<file path="src/rtl/rtc_pkg.sv">
// rtc_pkg: BCD digit type, time limits and range check
// shared by the RTC timekeeper and its counters.
package rtc_pkg;

  typedef logic [3:0] bcd_t;

  localparam int SEC_MAX  = 59;
  localparam int MIN_MAX  = 59;
  localparam int HR24_MAX = 23;
  localparam int HR12_MAX = 12;

  // True when both digits are decimal and lo <= value <= hi.
  function automatic logic bcd_ok(
    input bcd_t dm,
    input bcd_t dl,
    input int   lo,
    input int   hi
  );
    int v;
    v = 10 * int'(dm) + int'(dl);
    return (dm <= 4'd9) && (dl <= 4'd9) &&
           (v >= lo) && (v <= hi);
  endfunction

endpackage

</file>
<file path="src/rtl/rtc_bcd2_cnt.sv">
// rtc_bcd2_cnt: two-digit BCD counter 00..MAX, ld beats inc.
// Ports: c_clk, c_rst, inc, ld, ld_m/ld_l in; q, nx (next), wrap out.
module rtc_bcd2_cnt
  import rtc_pkg::*;
#(
  parameter int MAX = 59
) (
  input  logic       c_clk,
  input  logic       c_rst,
  input  logic       inc,
  input  logic       ld,
  input  logic [3:0] ld_m,
  input  logic [3:0] ld_l,
  output logic [3:0] q_m,
  output logic [3:0] q_l,
  output logic [3:0] nx_m,
  output logic [3:0] nx_l,
  output logic       wrap
);

  localparam bcd_t MX_M = bcd_t'(MAX / 10);
  localparam bcd_t MX_L = bcd_t'(MAX % 10);

  logic at_max;

  assign at_max = (q_m == MX_M) && (q_l == MX_L);
  assign wrap   = inc && !ld && at_max;

  always_comb begin
    nx_m = q_m;
    nx_l = q_l;
    if (ld) begin
      nx_m = ld_m;
      nx_l = ld_l;
    end else if (inc) begin
      if (at_max) begin
        nx_m = '0;
        nx_l = '0;
      end else if (q_l == 4'd9) begin
        nx_m = q_m + 4'd1;
        nx_l = '0;
      end else begin
        nx_l = q_l + 4'd1;
      end
    end
  end

  always_ff @(posedge c_clk) begin
    if (c_rst) begin
      q_m <= '0;
      q_l <= '0;
    end else begin
      q_m <= nx_m;
      q_l <= nx_l;
    end
  end

endmodule

</file>
<file path="src/rtl/rtc_timekeeper.sv">
// rtc_timekeeper: BCD real-time clock with set pulses, load and alarm.
// Ports: c_clk, c_rst, h/m/s, load+ld_*, al_wr+al_*; digits, pm, pulses.
module rtc_timekeeper
  import rtc_pkg::*;
#(
  parameter int CLK_DIV  = 1,
  parameter int MODE_24H = 1,
  parameter int ALARM_EN = 1
) (
  input  logic       c_clk,
  input  logic       c_rst,
  input  logic       h,
  input  logic       m,
  input  logic       s,
  input  logic       load,
  input  logic [3:0] ld_hr_m,
  input  logic [3:0] ld_hr_l,
  input  logic [3:0] ld_mn_m,
  input  logic [3:0] ld_mn_l,
  input  logic [3:0] ld_se_m,
  input  logic [3:0] ld_se_l,
  input  logic       ld_pm,
  input  logic       al_wr,
  input  logic [3:0] al_hr_m,
  input  logic [3:0] al_hr_l,
  input  logic [3:0] al_mn_m,
  input  logic [3:0] al_mn_l,
  input  logic       al_pm,
  output logic [3:0] hr_m,
  output logic [3:0] hr_l,
  output logic [3:0] mn_m,
  output logic [3:0] mn_l,
  output logic [3:0] se_m,
  output logic [3:0] se_l,
  output logic       pm,
  output logic       sec_pulse,
  output logic       load_err,
  output logic       alarm_hit
);

  localparam logic IS12 = (MODE_24H == 0);
  localparam int   HR_LO = IS12 ? 1 : 0;
  localparam int   HR_HI = IS12 ? HR12_MAX : HR24_MAX;
  localparam bcd_t RST_HM = IS12 ? 4'd1 : 4'd0;
  localparam bcd_t RST_HL = IS12 ? 4'd2 : 4'd0;
  localparam logic [23:0] PRE_TOP = 24'(CLK_DIV - 1);

  logic [23:0] pre;
  logic        tick;
  logic        ld_ok, al_ok;
  logic        do_ld, do_h, do_m, do_s, do_tick;
  logic        se_wrap, mn_wrap, hr_inc;
  logic [3:0]  se_nm, se_nl, mn_nm, mn_nl;
  logic [3:0]  hr_nm, hr_nl;
  logic        pm_n;

  assign tick = (pre == PRE_TOP);

  assign ld_ok = bcd_ok(ld_hr_m, ld_hr_l, HR_LO, HR_HI) &&
                 bcd_ok(ld_mn_m, ld_mn_l, 0, MIN_MAX) &&
                 bcd_ok(ld_se_m, ld_se_l, 0, SEC_MAX);
  assign al_ok = bcd_ok(al_hr_m, al_hr_l, HR_LO, HR_HI) &&
                 bcd_ok(al_mn_m, al_mn_l, 0, MIN_MAX);

  // One event per cycle; a rejected load still owns its cycle.
  assign do_ld   = load && ld_ok;
  assign do_h    = !load && h;
  assign do_m    = !load && !h && m;
  assign do_s    = !load && !h && !m && s;
  assign do_tick = !load && !h && !m && !s && tick;

  rtc_bcd2_cnt #(.MAX(SEC_MAX)) u_sec (
    .c_clk (c_clk),
    .c_rst (c_rst),
    .inc   (do_s || do_tick),
    .ld    (do_ld),
    .ld_m  (ld_se_m),
    .ld_l  (ld_se_l),
    .q_m   (se_m),
    .q_l   (se_l),
    .nx_m  (se_nm),
    .nx_l  (se_nl),
    .wrap  (se_wrap)
  );

  rtc_bcd2_cnt #(.MAX(MIN_MAX)) u_min (
    .c_clk (c_clk),
    .c_rst (c_rst),
    .inc   (do_m || (do_tick && se_wrap)),
    .ld    (do_ld),
    .ld_m  (ld_mn_m),
    .ld_l  (ld_mn_l),
    .q_m   (mn_m),
    .q_l   (mn_l),
    .nx_m  (mn_nm),
    .nx_l  (mn_nl),
    .wrap  (mn_wrap)
  );

  assign hr_inc = do_h || (do_tick && se_wrap && mn_wrap);

  always_comb begin
    hr_nm = hr_m;
    hr_nl = hr_l;
    pm_n  = pm;
    if (do_ld) begin
      hr_nm = ld_hr_m;
      hr_nl = ld_hr_l;
      pm_n  = ld_pm && IS12;
    end else if (hr_inc) begin
      if (IS12 && {hr_m, hr_l} == 8'h12) begin
        hr_nm = 4'd0;
        hr_nl = 4'd1;
      end else if (IS12 && {hr_m, hr_l} == 8'h11) begin
        hr_nm = 4'd1;
        hr_nl = 4'd2;
        pm_n  = !pm;
      end else if (!IS12 && {hr_m, hr_l} == 8'h23) begin
        hr_nm = 4'd0;
        hr_nl = 4'd0;
      end else if (hr_l == 4'd9) begin
        hr_nm = hr_m + 4'd1;
        hr_nl = 4'd0;
      end else begin
        hr_nl = hr_l + 4'd1;
      end
    end
  end

  always_ff @(posedge c_clk) begin
    if (c_rst) begin
      pre       <= '0;
      hr_m      <= RST_HM;
      hr_l      <= RST_HL;
      pm        <= 1'b0;
      sec_pulse <= 1'b0;
      load_err  <= 1'b0;
    end else begin
      if (do_ld || do_s || tick)
        pre <= '0;
      else
        pre <= pre + 24'd1;
      hr_m      <= hr_nm;
      hr_l      <= hr_nl;
      pm        <= pm_n;
      sec_pulse <= do_tick;
      load_err  <= (load && !ld_ok) || (al_wr && !al_ok);
    end
  end

  if (ALARM_EN != 0) begin : g_alarm
    logic [3:0]  a_hm, a_hl, a_mm, a_ml;
    logic        a_pm, armed, hit_n;
    logic [24:0] t_now, t_nxt, t_al;

    assign t_now = {hr_m, hr_l, mn_m, mn_l, se_m, se_l, pm};
    assign t_nxt = {hr_nm, hr_nl, mn_nm, mn_nl,
                    se_nm, se_nl, pm_n};
    assign t_al  = {a_hm, a_hl, a_mm, a_ml, 8'h00, a_pm};

    // Fire only on the transition into the alarm time.
    assign hit_n = armed && (t_nxt != t_now) &&
                   (t_nxt == t_al);

    always_ff @(posedge c_clk) begin
      if (c_rst) begin
        a_hm      <= RST_HM;
        a_hl      <= RST_HL;
        a_mm      <= 4'd0;
        a_ml      <= 4'd0;
        a_pm      <= 1'b0;
        armed     <= 1'b0;
        alarm_hit <= 1'b0;
      end else begin
        alarm_hit <= hit_n;
        if (al_wr && al_ok) begin
          a_hm  <= al_hr_m;
          a_hl  <= al_hr_l;
          a_mm  <= al_mn_m;
          a_ml  <= al_mn_l;
          a_pm  <= al_pm && IS12;
          armed <= 1'b1;
        end
      end
    end
  end else begin : g_no_alarm
    assign alarm_hit = 1'b0;
  end

endmodule

</file>
<file path="config.mk">
export PLATFORM = sky130hd
export DESIGN_NAME = rtc_timekeeper
export DESIGN_NICKNAME = d
export VERILOG_FILES = /design/src/rtl/rtc_pkg.sv /design/src/rtl/rtc_bcd2_cnt.sv /design/src/rtl/rtc_timekeeper.sv
export SDC_FILE = /design/constraint.sdc
export NUM_CORES = 1
export LEC_CHECK = 0
export CORE_MARGIN = 2
export CORE_UTILIZATION = 35
export CTS_CLUSTER_DIAMETER = 100
export CTS_CLUSTER_SIZE = 25
export DETAILED_ROUTE_END_ITERATION = 8
export PLACE_DENSITY = 0.56
export SLEW_MARGIN = 20
export SYNTH_ARGS = -nofsm -noshare
export SYNTH_HDL_FRONTEND = slang
export SYNTH_SLANG_ARGS = --single-unit
</file>
<file path="constraint.sdc">
create_clock -name c_clk -period 3.95 [get_ports c_clk]
set_input_delay 0.395 -clock c_clk [delete_from_list [all_inputs] [get_ports c_clk]]
set_output_delay 0.395 -clock c_clk [all_outputs]
set_load 0.02 [all_outputs]
</file>
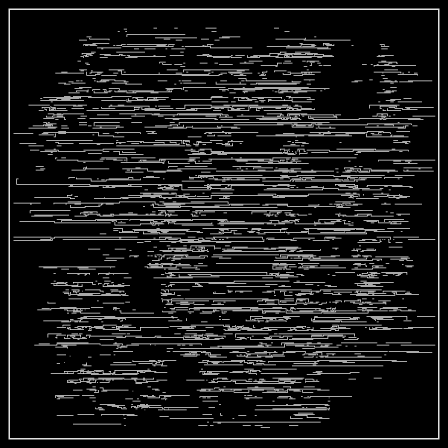
(run_1/met1.png)
The wires run mostly horizontal. The layer carries 8920 um of wire. The layer holds 45% of the routed length. The longest straight run is 46.5 um. 893 nets have wire on it.
Via Count: 5916
Total Wirelength: 19600 um

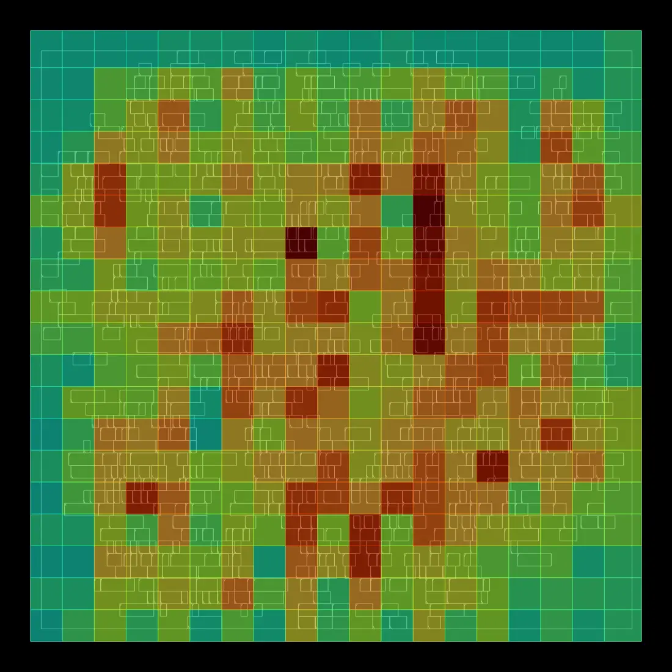
(run_1/final_congestion.png)
drt wl/cell: 18.2 um
GRT met2 Usage: 37.8%
utilization after layout: 50.0%
Top Usage Layer GRT: met2

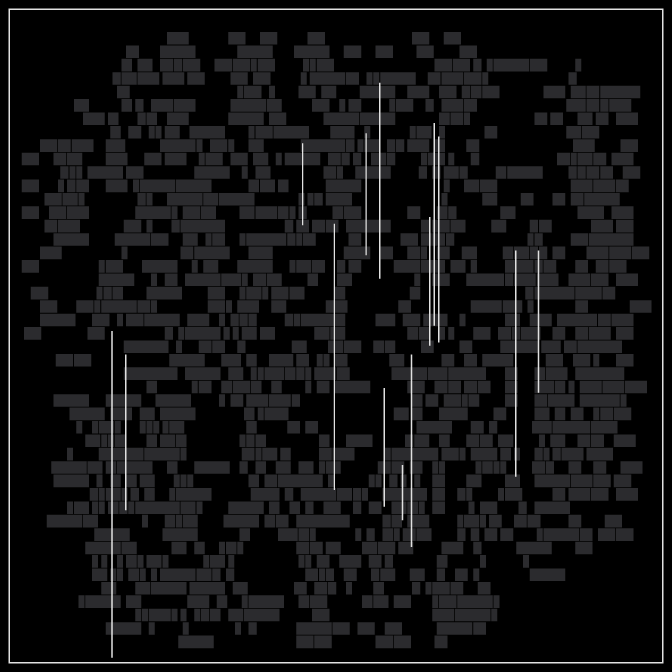
(run_1/met4.png)
Cells faint in the background.
The wires run mostly vertical. The layer carries 487 um of wire.

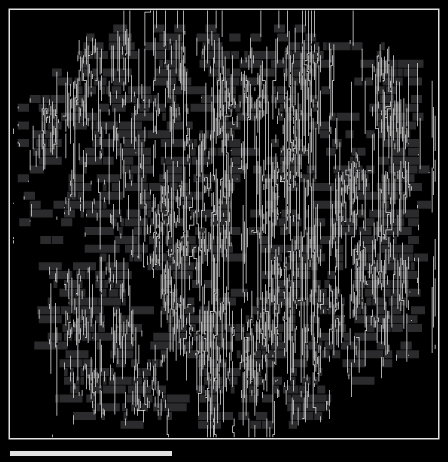
(run_1/met2.png)
The bar under the picture is 50 um long. Cells faint in the background.
The layer holds 48% of the routed length. The wires run mostly vertical. The layer carries 9350 um of wire. 821 nets have wire on it. The longest straight run is 60.9 um.

==> results.py, run 1 <==
# Physical implementation metrics
metrics = {
    "power": {
        "total_power_uw": 2080,
        "irDropWorstVdd_uv": 169,
        "p_seq_uw": 711,
        "comb_cell_power_uw": 517,
        "power_density_nw_per_um2": 260,
        "p_seq_share_pct": 34.1,
        "switching_share_pct": 27.8,
        "powerClk_uw": 857,
    },
    "grt": {
        "first_global_vias": 6063,
        "grt.met3_usage_pct": 3.58,
        "grt_max_degree": 47,
        "grt_overflow": 0,
        "grt_pass1_wl_um": 31300,
        "grt_use_met1_pct": 29.1,
        "grt_usage_pct": 22.4,
    },
    "setup_path": {
        "crit_chain": "dlymetal6s2s_1 -> ha_4 -> ha_4 -> fa_2 -> nand3_1 -> or4_4 -> a31o_4 -> o32a_1 -> a211o_1 -> o2111ai_4 -> nor4b_2 -> or3_1 -> a2111oi_2",
        "r2r_setup_slack_ps": 310,
        "endpoint": "alarm_hit",
        "critPathLaunchType": "input pin",
        "crit_path_end_kind": "flop",
        "critPathSlowestCell": "or4_4",
        "worst-path-buf-inv": 1,
        "cpPeakStageDelay_ps": 580,
        "worst_path_most_repeated_cell": "ha_4",
        "arrival_ps": 4060,
        "critical-path-top-delay-family": "AND-OR/OR-AND gates",
    },
    "placed_design": {
        "dpl.hpwl_um": 15200,
        "post-place-ws_ps": -686,
        "dp.cells": 1047,
    },
    "final_timing": {
        "setup_viol": 0,
        "fmax_mhz": 262,
        "timing.final.crit_share_pct": 96.5,
        "report.final.slew_viol_count": 0,
        "max-slew-margin-rel_pct": 36.2,
    },
    "clock_network": {
        "ctsResizeCount": 23,
        "path_clk_slew_ps": 60,
        "htree_levels": 3,
        "cts-root-buf": "clkbuf_16",
        "clock_path_buffers": 2,
        "hold_buffers": 0,
        "cts_buffers": 9,
        "clkSinkCount": 69,
        "cts_setup_buffers": 5,
        "cts_tree": "done",
    },
    "synth": {
        "ys_seq_share_pct": 24.0,
        "syn-instance-count": 701,
        "top_logic_kind": "simple AND/OR/NAND/NOR gates",
        "edf_count": 0,
        "ys_ff": 69,
        "synth_async_sr_flop_share_pct": 0,
        "yosysTopAreaCellShare_pct": 24.0,
        "ys_types": 68,
        "top_area_cell": "dfxtp_1",
        "synthXorXnorAreaFrac_pct": 9.13,
    },
    "detailed_routing": {
        "drc": 0,
        "vias_per_cell": 5.49,
        "drtIter0Drc": 325,
        "met2WireLength_um": 9350,
        "met3_wirelength_um": 881,
    },
    "cells_and_area": {
        "finish.net_count": 964,
        "top_register": "pre",
        "logic_area_um2": 4440,
        "lay_top_count": "nor2_1",
        "drive_gt1_share_pct": 19.7,
        "final_cell_count_no_fill": 1077,
        "design_area_um2": 8010,
        "sh_comb_area_pct": 55.5,
        "antenna_cells": 0,
    },
    "worst_hold_path": {
        "hold_depth": 1,
    },
    "run": {
        "maxCapViolCount": 0,
    },
    "floorplanning": {
        "die_y_um": 132,
        "nWellTaps": 216,
        "core_um2": 16000,
        "fp_util_pct": 36.0,
    },
    "outcome": {
        "status": "complete, no violations",
    },
}
==> run_1/met3.png <==
The bar under the picture is 50 um long.
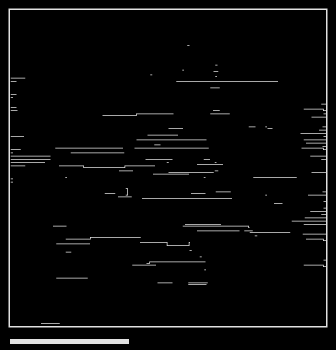

--- run 2 (diff from run 1) ---
--- a/config.mk
+++ b/config.mk
@@ -6,12 +6,13 @@
 export NUM_CORES = 1
 export LEC_CHECK = 0
 export CORE_MARGIN = 2
-export CORE_UTILIZATION = 35
+export CORE_UTILIZATION = 55
 export CTS_CLUSTER_DIAMETER = 100
 export CTS_CLUSTER_SIZE = 25
 export DETAILED_ROUTE_END_ITERATION = 8
-export PLACE_DENSITY = 0.56
+export PLACE_DENSITY = 0.81
 export SLEW_MARGIN = 20
 export SYNTH_ARGS = -nofsm -noshare
 export SYNTH_HDL_FRONTEND = slang
+export SYNTH_HIERARCHICAL = 1
 export SYNTH_SLANG_ARGS = --single-unit
==> constraint.sdc (replaced) <==
create_clock -name c_clk -period 3.95 [get_ports c_clk]
set_input_delay 0.79 -clock c_clk [delete_from_list [all_inputs] [get_ports c_clk]]
set_output_delay 0.79 -clock c_clk [all_outputs]
set_load 0.02 [all_outputs]
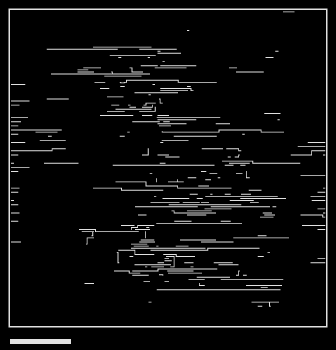
(run_2/met3.png)
The bar under the picture is 20 um long.
162 nets have wire on it. The layer carries 1500 um of wire. The longest straight run is 40.3 um. The wires run mostly horizontal.
met3 GRT Util: 6.61%
Via Count: 6086
Total Wirelength: 19100 um

==> run 2 against run 1 <==
  * The run now ends with negative setup slack left
  * Critical endpoint unchanged
  * Critical path depth is 11 higher
  * Clock-buffer cell count shrank 2
  * Total power decreased by 6.9%
  * Sequential share of layout area down 0.34 points
  * Clock power shrank 18%
  * Non-clock buffer count increased by 54
==> results.py, run 2 <==
# Physical implementation metrics
metrics = {
    "cells_and_area": {
        "antenna_cells": 0,
        "top_register": "pre",
        "finish.net_count": 967,
        "logic_area_um2": 4370,
        "clockBufferCount": 9,
        "fin_util_pct": 84.3,
        "lay_top_count": "buf_4",
        "drive_gt1_share_pct": 30.0,
        "design_area_um2": 8170,
        "final_cell_count_no_fill": 997,
    },
    "power": {
        "irDropWorstVdd_uv": 191,
        "p_seq_share_pct": 36.7,
        "powerClk_uw": 705,
        "total_power_uw": 1940,
        "switching_share_pct": 32.0,
        "comb_cell_power_uw": 523,
        "power_density_nw_per_um2": 238,
    },
    "final_timing": {
        "timing.final.crit_period_ps": 5210,
        "fmax_mhz": 192,
        "rsz0062_at_grt": "true",
        "report.final.slew_viol_count": 0,
        "max-slew-margin-rel_pct": 67.8,
        "setup_viol": 9,
        "setup_ws_ps": -1260,
        "timing.final.crit_share_pct": 132,
        "fin_worst_skew_ps": 17.0,
    },
    "grt": {
        "first_global_vias": 5863,
        "grt_pass1_wl_um": 28600,
        "use_met2_pct": 56.5,
        "grt_usage_pct": 32.5,
        "grt_overflow": 0,
        "grt_max_degree": 25,
        "grt_use_met1_pct": 39.5,
        "grt.busiest_layer": "met2",
    },
    "clock_network": {
        "path_clk_slew_ps": 90,
        "ctsResizeCount": 86,
        "cts_tree": "done",
        "clock_path_buffers": 2,
        "cts-root-buf": "clkbuf_8",
        "clkSinkCount": 69,
        "hold_buffers": 0,
        "htree_levels": 3,
        "cts_buffers": 9,
        "cts_setup_buffers": 13,
    },
    "detailed_routing": {
        "met3_wirelength_um": 1500,
        "vias_per_cell": 6.10,
        "met2WireLength_um": 9220,
        "wl_per_cell_um": 19.1,
        "drt-met1-wl_um": 7530,
        "drc": 0,
        "drtIter0Drc": 498,
    },
    "placed_design": {
        "post-place-ws_ps": -1950,
        "dp.cells": 954,
        "io_buffers": 74,
        "place_congestion": 0.985,
        "dpl.hpwl_um": 13100,
    },
    "setup_path": {
        "worst-path-buf-inv": 4,
        "r2r_setup_slack_ps": -610,
        "critPathLaunchType": "input pin",
        "worst_path_most_repeated_cell": "nor4_1",
        "cpPeakStageDelay_ps": 460,
        "critical-path-top-delay-family": "simple AND/OR/NAND/NOR gates",
        "arrival_ps": 5460,
        "crit_chain": "clkdlybuf4s15_1 -> ha_2 -> ha_4 -> fa_2 -> xnor2_2 -> a31oi_1 -> nor2_1 -> nor4b_4 -> nand3_4 -> inv_4 -> nor3_4 -> a32o_2 -> buf_6 -> nand4b_4 -> buf_4 -> or4_1 -> nand3_2 -> xor2_1 -> nor4_1 -> nand4_1 -> a21oi_2 -> o2111ai_2 -> nor4b_2 -> nor4_1",
        "endpoint": "alarm_hit",
        "critPathSlowestCell": "or4_1",
        "worstRegToRegCells": 21,
    },
    "floorplanning": {
        "nWellTaps": 133,
        "core_um2": 9680,
        "fp_util_pct": 56.4,
        "die_y_um": 104,
    },
    "synth": {
        "ys_types": 74,
        "syn-instance-count": 645,
        "synth_async_sr_flop_share_pct": 0,
        "synthXorXnorAreaFrac_pct": 10.8,
        "edf_count": 0,
        "synth_chip_area_um2": 5460,
        "top_area_cell": "dfxtp_1",
        "synth.area.mux_share_pct": 4.61,
        "yosysTopAreaCellShare_pct": 25.3,
        "ys_seq_share_pct": 25.3,
        "ys_cells": 645,
        "ys_ff": 69,
        "top_logic_kind": "simple AND/OR/NAND/NOR gates",
    },
    "run": {
        "maxCapViolCount": 0,
    },
    "worst_hold_path": {
        "hold_depth": 2,
    },
    "outcome": {
        "status": "complete, but fails checks",
        "failed_checks": "negative setup slack",
    },
}
Power and IR drop assume default switching activity.
